<file path="src/rtl/dff_pipe.sv">
// dff_pipe: DEPTH-stage valid/ready register pipeline with per-stage backpressure.
// Optional occupancy counter port 'occ' is built only when DFF_PIPE_OCC_EN is defined.
module dff_pipe #(
    parameter int WIDTH = 8,
    parameter int DEPTH = 4,
    localparam int OCC_W = $clog2(DEPTH + 1)
) (
    input  logic             clk,
    input  logic             rstb,
    input  logic             flush,
    input  logic             in_valid,
    output logic             in_ready,
    input  logic [WIDTH-1:0] in_data,
    output logic             out_valid,
    input  logic             out_ready,
    output logic [WIDTH-1:0] out_data
`ifdef DFF_PIPE_OCC_EN
    ,
    output logic [OCC_W-1:0] occ
`endif
);

    logic [WIDTH-1:0] data_q [DEPTH];
    logic [DEPTH-1:0] v_q;
    logic [DEPTH-1:0] r;
    logic             tail_full;

    // r[i] is low only when stage i and every stage after it is full and the
    // sink stalls; computing it from a running AND keeps the chain acyclic.
    // NOTE: every always_comb output gets a default before the loop so no latch is inferred.
    always_comb begin
        tail_full = 1'b1;
        r         = '0;
        for (int i = DEPTH - 1; i >= 0; i--) begin
            tail_full = tail_full & v_q[i];
            r[i]      = !tail_full || out_ready;
        end
    end

    assign in_ready  = r[0] && !flush;
    assign out_valid = v_q[DEPTH-1];
    assign out_data  = data_q[DEPTH-1];

    // NOTE: sequential state uses non-blocking assignments so every stage samples pre-edge values.
    always_ff @(posedge clk) begin
        if (!rstb) begin
            v_q <= '0;
            // NOTE: the data array is reset too, so out_data reads 0 after reset.
            for (int i = 0; i < DEPTH; i++) begin
                data_q[i] <= '0;
            end
        end else if (flush) begin
            v_q <= '0;
        end else begin
            if (r[0]) begin
                v_q[0]    <= in_valid;
                data_q[0] <= in_data;
            end
            for (int i = 1; i < DEPTH; i++) begin
                if (r[i]) begin
                    v_q[i]    <= v_q[i-1];
                    data_q[i] <= data_q[i-1];
                end
            end
        end
    end

`ifdef DFF_PIPE_OCC_EN
    logic             in_fire;
    logic             out_fire;
    logic [OCC_W-1:0] occ_q;

    assign in_fire  = in_valid && in_ready;
    assign out_fire = out_valid && out_ready;
    assign occ      = occ_q;

    always_ff @(posedge clk) begin
        if (!rstb || flush) begin
            occ_q <= '0;
        end else begin
            occ_q <= occ_q + OCC_W'(in_fire) - OCC_W'(out_fire);
        end
    end
`endif

endmodule

</file>
<file path="config.mk">
export PLATFORM = sky130hd
export DESIGN_NAME = dff_pipe
export DESIGN_NICKNAME = d
export VERILOG_FILES = /design/src/rtl/dff_pipe.sv
export SDC_FILE = /design/constraint.sdc
export NUM_CORES = 1
export LEC_CHECK = 0
export CELL_PAD_IN_SITES_DETAIL_PLACEMENT = 1
export CELL_PAD_IN_SITES_GLOBAL_PLACEMENT = 2
export CORE_MARGIN = 10
export CORE_UTILIZATION = 39
export DETAILED_ROUTE_END_ITERATION = 8
export PLACE_DENSITY_LB_ADDON = 0.12
export SYNTH_ARGS = -nofsm -noshare
export SYNTH_HDL_FRONTEND = slang
export SYNTH_SLANG_ARGS = --single-unit
</file>
<file path="constraint.sdc">
create_clock -name clk -period 2.3 [get_ports clk]
set_clock_uncertainty 0.15 [all_clocks]
set_input_delay 0.23 -clock clk [delete_from_list [all_inputs] [get_ports clk]]
set_output_delay 0.23 -clock clk [all_outputs]
set_load 0.005 [all_outputs]
</file>
Figure 1. Floorplan with the power grid.
The bar under the picture is 20 um long. Pins as bars on the die edge.
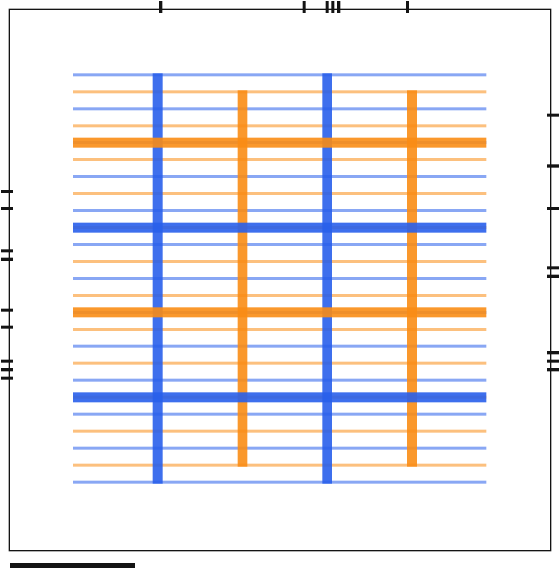
VDD: in orange. VSS: in blue.
4 straps on met4. The core has 24 rows. 23 signal pins sit on the boundary. 4 straps on met5.

Figure 2. Cell classes on the final placement.
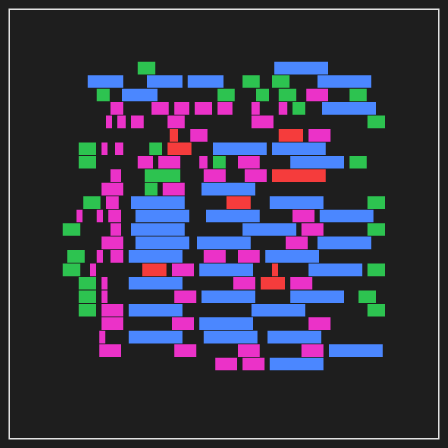
remaining logic cells: in magenta, cells 57. clock drivers and dummy loads: in red, cells 8. registers: in blue, cells 36. remaining buffers and delay cells: in green, cells 29.

Figure 3. Clock distribution.
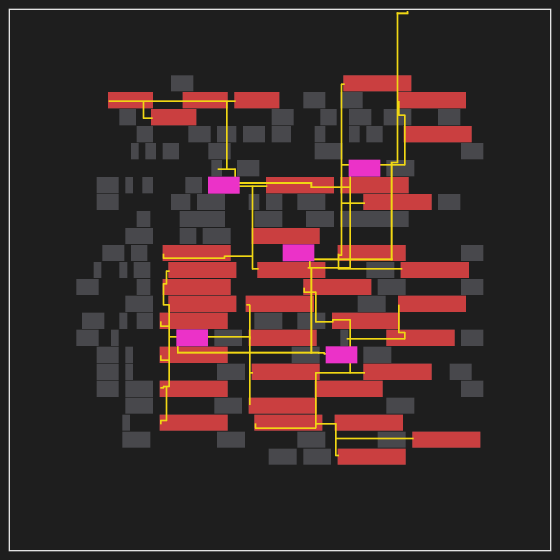
clock-net drivers: in magenta, count 5. flip-flops: in red, count 36. clock wires: in yellow, length 438 um.
There are 6 routed clock nets.

==> summary.txt <==
run results: status finished, final reports clean, M3 GR Usage 4.88%, GR Util met2 12.2%, Final Max Slew Viols 0, GR Layer Usage met1 under 10%, Non-clock buffer share 14.0%, Dominant flop cell edfxtp_1, total grt overflow 0, clock buf count 6, Min-Delay Path Class register to register, DP HPWL ~1.9 mm, Clock Tree Buf Depth 2, Simple Share, Synth 20.7%, Gate Count Post-Synth 110, WP buf/inv 2, power density cells 691 nW/um^2, CTS tree yes, crit-path max FO 4, Commonest cells post-synth 32 x edfxtp_1, 24 x nor3b_2, 9 x inv_1, Seq/total area 51.1%, startpoint type of the worst setup path input port, Wirelength per Cell 14.2 um, Ports 23, Worst EP arrival 1.62 ns, Most flops, register data_q, clk tree area frac between 5 and 6%, Initial Util between 30% and 40%, combinational share of cell area 24.8%, sw power 0.267 mW, core area ~4300 sq um, Worst setup startpoint out_ready, flip-flop count of the largest register after layout 32, first-pass GRT wire length 4.51 mm, Largest area class, layout sequential cells, EDFF count, synth 32, final worst slack 0.301 ns, yosys synthesis warning count 0, Worst R2R Path Depth 4, met1 wire length 978 um, OpenROAD warnings 26, die span in y 86.5 um, mi-comb count between 40 and 50, share of cells above drive strength 1 36.9%, FILL cells 441, yosys stat cell total 110, P_leak 0.724 nW, CP Depth 4, Post-synth seq share approximately 60%, storage element area 1040 sq um, Yosys cell types 24, GR peak layer met2, Setup violations, final 0, number of nets at floorplan 123, die width 86.5 um, nets 142, Slew HR 81.1%, clock group total power 0.533 mW, initial antenna violation count 0, Peak Freq between 500 and 600 MHz, P_seq 0.762 mW, Tot GR Track Use 7.69%, clock share of power between 30% and 40%, Chip Footprint around 7500 sq um, cycle use final 86.9%, TAP cells 52, Synth Register Bits 36, Synth Cell Area 1730 sq um, VDD IR-drop max 0.255 mV, comb area leader simple AND/OR/NAND/NOR gates, Top power group sequential cells, CTS Buf Count 5, Worst R2R Setup Slack approximately 0.68 ns, Critical Path, Cell by Cell clkdlybuf4s50_1, and4b_1, a21oi_1, clkdlybuf4s50_1, most numerous logic cells after layout 32 x edfxtp_1, 24 x nor3b_2, 22 x clkdlybuf4s50_1, 9 x inv_1, 6 x buf_4, flop count 36, Residual DRC 0, CP max-delay cell clkdlybuf4s50_1, Flop pwr share 54.1%, nonclk buf count 29, IO buf count 22, via-per-instance ratio around 4.7, Design Power 1.41 mW, worst hold start v_q[1]$_SDFFE_PP0N_, post-CTS resize count 0, Worst R2R End data_q[0][5]$_SDFFCE_PN0P_, CP Class input port to output port, AO/OA Area Share 8.33%, Net Sw Frac 18.9%, Layout Area Growth over Synthesis 18.0%, routability cong. ~0.7, met3 WL between 200 and 250 um, vias between 800 and 900, biggest regs data_q: 32 flops, v_q: 4 flops, Worst Setup Slack post-DPL 0.278 ns, Core Rows 24, Setup TNS 0 ns, worst r2r src v_q[2]$_SDFFE_PP0N_, uppermost routed layer met4, CTS Hold Buffers Added 0, most numerous logic cell after layout edfxtp_1, RSZ-0062 raised after global routing false, Detailed Route WL 2.59 mm, crit end category output port, most common cell in the netlist edfxtp_1, Sink Count 36, cell family with the largest share of critical-path delay buffers and inverters, Top cell by count, worst path clkdlybuf4s50_1, Min-Delay Path Depth 1, initial drt markers 38, syn_area_per_cell 15.7 sq um, top cells by area edfxtp_1 56%, nor3b_2 17%, dfxtp_1 4.6%, Post-Layout Cell Count between 150 and 200, count of final hold-check violations 0, Internal Power 1.14 mW, CP peak stage delay 0.52 ns, Ant. Diodes 0, clock root cell clkbuf_8, number of max-cap violations 0, met2 routed WL 1.32 mm, logic area 504 sq um, yosys stat area 1730 sq um, clock-pin transition on the worst setup and hold timing paths approximately 0.07 ns, Crit path required time 1.92 ns, area leader, netlist edfxtp_1, Synth async-reset ratio 0%, First-pass DRT Iterations 4, Worst-Skew Late Latency 0.28 ns, hold_ws 0.362 ns, postcts setup bufs 0, fin util around 47%, design area 2040 sq um, MUX area fraction 0%, Dominant cell area share 55.7%
Power is estimated from default activity; no workload was simulated.
